**Metal 1**

The bar under the picture is 50 um long.
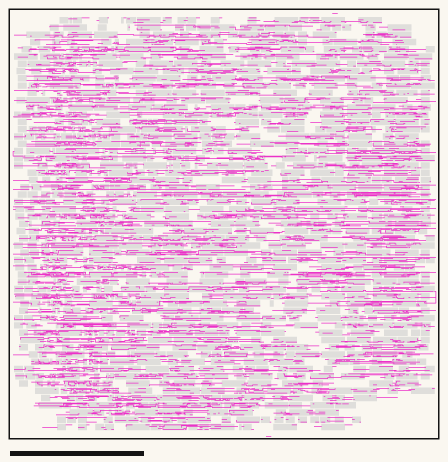
**M2 wires**

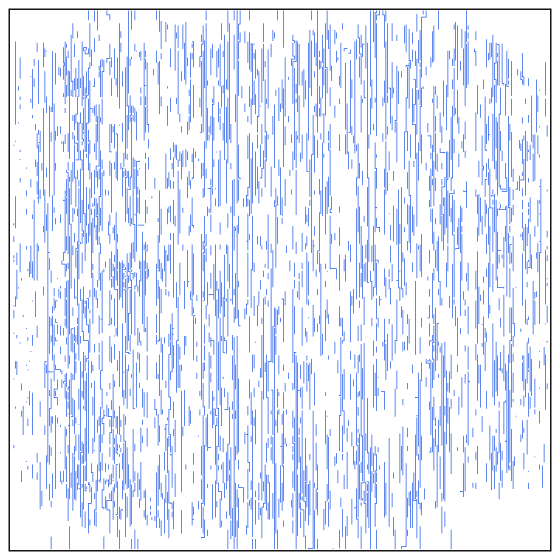
**The metal 3 layer**

The bar under the picture is 50 um long.
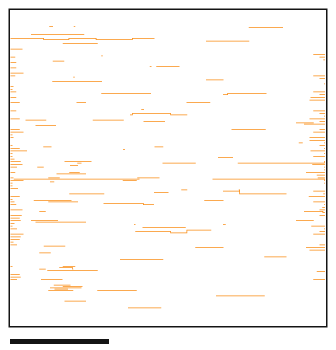
**The clock network**

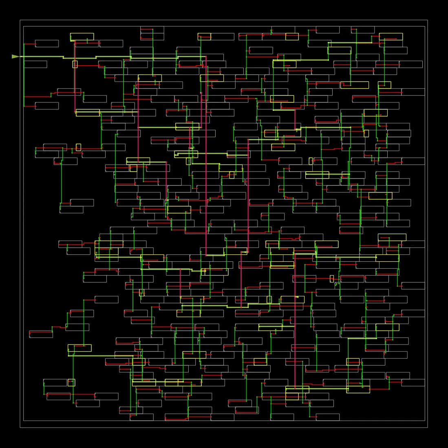
## config.mk

```make
export PLATFORM = sky130hd
export DESIGN_NAME = otter_fetch_unit
export DESIGN_NICKNAME = d
export VERILOG_FILES = /design/src/rtl/otter_fetch_unit.sv
export SDC_FILE = /design/constraint.sdc
export NUM_CORES = 1
export LEC_CHECK = 0
export ABC_CLOCK_PERIOD_IN_PS = 31300
export CORE_MARGIN = 1
export CORE_UTILIZATION = 62
export CTS_CLUSTER_SIZE = 40
export DETAILED_ROUTE_END_ITERATION = 8
export PLACE_DENSITY = 0.84
export SLEW_MARGIN = 20
export SYNTH_ARGS = -nofsm -noshare
export SYNTH_HDL_FRONTEND = slang
export SYNTH_SLANG_ARGS = --single-unit
```

## constraint.sdc

```tcl
create_clock -name CLK -period 31.3 [get_ports CLK]
set_input_delay 4.695 -clock CLK [delete_from_list [all_inputs] [get_ports CLK]]
set_output_delay 4.695 -clock CLK [all_outputs]
set_load 0.01 [all_outputs]
```

## src/rtl/otter_fetch_unit.sv

```systemverilog
// OTTER instruction fetch unit: sequential fetch into a credit-limited
// instruction queue that feeds decode; a redirect flushes the queue and refetches.
module otter_fetch_unit #(
    parameter logic [31:0] RESET_VEC = 32'h0000_0000,
    parameter int          DEPTH     = 4
) (
    input  logic        CLK,
    input  logic        RESET,
    output logic [31:0] IMEM_ADDR,
    output logic        IMEM_READ,
    input  logic [31:0] IMEM_DOUT,
    input  logic        REDIRECT,
    input  logic [31:0] REDIRECT_PC,
    output logic        DE_VALID,
    input  logic        DE_READY,
    output logic [31:0] DE_PC,
    output logic [31:0] DE_IR
);
    localparam int            PW   = $clog2(DEPTH);
    localparam int            CW   = PW + 1;
    localparam logic [CW-1:0] FULL = CW'(DEPTH);

    logic [31:0]   r_fpc;
    logic [31:0]   r_ifl_pc;
    logic          r_ifl;
    logic [PW-1:0] r_wr_ptr;
    logic [PW-1:0] r_rd_ptr;
    logic [CW-1:0] r_count;
    logic [31:0]   r_pc_q [DEPTH];
    logic [31:0]   r_ir_q [DEPTH];

    logic [31:0]   w_redir_addr;
    logic [CW-1:0] w_occ;
    logic          w_pop;
    logic          w_push;
    logic          w_issue;
    logic          w_unused;

    assign w_redir_addr = {REDIRECT_PC[31:2], 2'b00};
    assign w_unused     = ^REDIRECT_PC[1:0];

    // Occupancy counts the word still in flight, so a full queue never overflows.
    assign w_occ    = r_count + CW'(r_ifl);
    assign DE_VALID = (r_count != '0);
    assign DE_PC    = r_pc_q[r_rd_ptr];
    assign DE_IR    = r_ir_q[r_rd_ptr];
    assign w_pop    = DE_VALID & DE_READY & ~REDIRECT;
    assign w_push   = r_ifl & ~REDIRECT;
    assign w_issue  = (w_occ < FULL) | ((w_occ == FULL) & w_pop);

    // NOTE: every output of this block gets a default first, so no latch is inferred.
    always_comb begin
        IMEM_READ = 1'b0;
        IMEM_ADDR = r_fpc;
        if (!RESET) begin
            if (REDIRECT) begin
                IMEM_READ = 1'b1;
                IMEM_ADDR = w_redir_addr;
            end else begin
                IMEM_READ = w_issue;
            end
        end
    end

    // NOTE: sequential state uses non-blocking assignments only.
    always_ff @(posedge CLK or posedge RESET) begin
        if (RESET) begin
            r_fpc    <= RESET_VEC;
            r_ifl    <= 1'b0;
            r_ifl_pc <= '0;
            r_wr_ptr <= '0;
            r_rd_ptr <= '0;
            r_count  <= '0;
        end else if (REDIRECT) begin
            r_fpc    <= w_redir_addr + 32'd4;
            r_ifl    <= 1'b1;
            r_ifl_pc <= w_redir_addr;
            r_wr_ptr <= '0;
            r_rd_ptr <= '0;
            r_count  <= '0;
        end else begin
            if (w_issue) begin
                r_fpc    <= r_fpc + 32'd4;
                r_ifl    <= 1'b1;
                r_ifl_pc <= r_fpc;
            end else begin
                r_ifl <= 1'b0;
            end
            if (w_push) r_wr_ptr <= r_wr_ptr + PW'(1);
            if (w_pop)  r_rd_ptr <= r_rd_ptr + PW'(1);
            case ({w_push, w_pop})
                2'b10:   r_count <= r_count + CW'(1);
                2'b01:   r_count <= r_count - CW'(1);
                default: r_count <= r_count;
            endcase
        end
    end

    // NOTE: queue storage is reset so the head reads as zero while RESET is held.
    always_ff @(posedge CLK or posedge RESET) begin
        if (RESET) begin
            for (int i = 0; i < DEPTH; i++) begin
                r_pc_q[i] <= '0;
                r_ir_q[i] <= '0;
            end
        end else if (w_push) begin
            r_pc_q[r_wr_ptr] <= r_ifl_pc;
            r_ir_q[r_wr_ptr] <= IMEM_DOUT;
        end
    end

endmodule

```

==> deck_impl_summary.md <==
Implementation Results

Outcome
  – Status: complete, no violations

Job
  – Max Cap Viol: 0

Synthesis
  – Main logic family: multiplexers
  – Warnings from Yosys: 0
  – Synthesized instance count: 1108

Pwr
  – P_clk: 423 uW
  – Comb pwr: about 650 uW

Cells and area
  – Largest registers: r_ir_q (128), r_pc_q (120)
  – Invs w/o clock: 9
  – Diodes inserted: 0

Critical path
  – Crit Path Class: primary input to output pin
  – FF-to-FF Start: r_ifl$_DFF_PP0_
  – Critical path's top delay family: buffers and inverters
  – Crit path required time: roughly 27 ns

Drt
  – Met1 WL: 14200 um
  – Max Used Layer: met4
  – Iteration-0 DRC count of the detailed router: between 400 and 500
  – Met2 WL: 15100 um

Floorplanning
  – Fp_density: 0.635
  – Die H: ~160 um
  – Die area: 0.0257 sq mm
  – I/O pin count: 166

Timing
  – Unrepaired setup endpoints after global routing: false
  – Setup Viol. Count Final: 0

Worst hold path
  – Endpoint, Worst Hold: r_pc_q[34]$_DFFE_PP0P_
Notes on 'metal 1' above:
The longest straight run is 61.2 um. The wires run mostly horizontal. The layer carries 14200 um of wire.

Notes on 'M2 wires' above:
The layer holds 48% of the routed length. The layer carries 15100 um of wire. The wires run mostly vertical. 1190 nets have wire on it. The longest straight run is 76.8 um.

Notes on 'the metal 3 layer' above:
The wires run mostly horizontal. The layer carries 1510 um of wire. The layer holds 4.8% of the routed length.

Notes on 'the clock network' above:
CTS Buf Count: 35
clock buffers: 50

Power figures rest on the tool's default switching activity, not on a simulated workload.
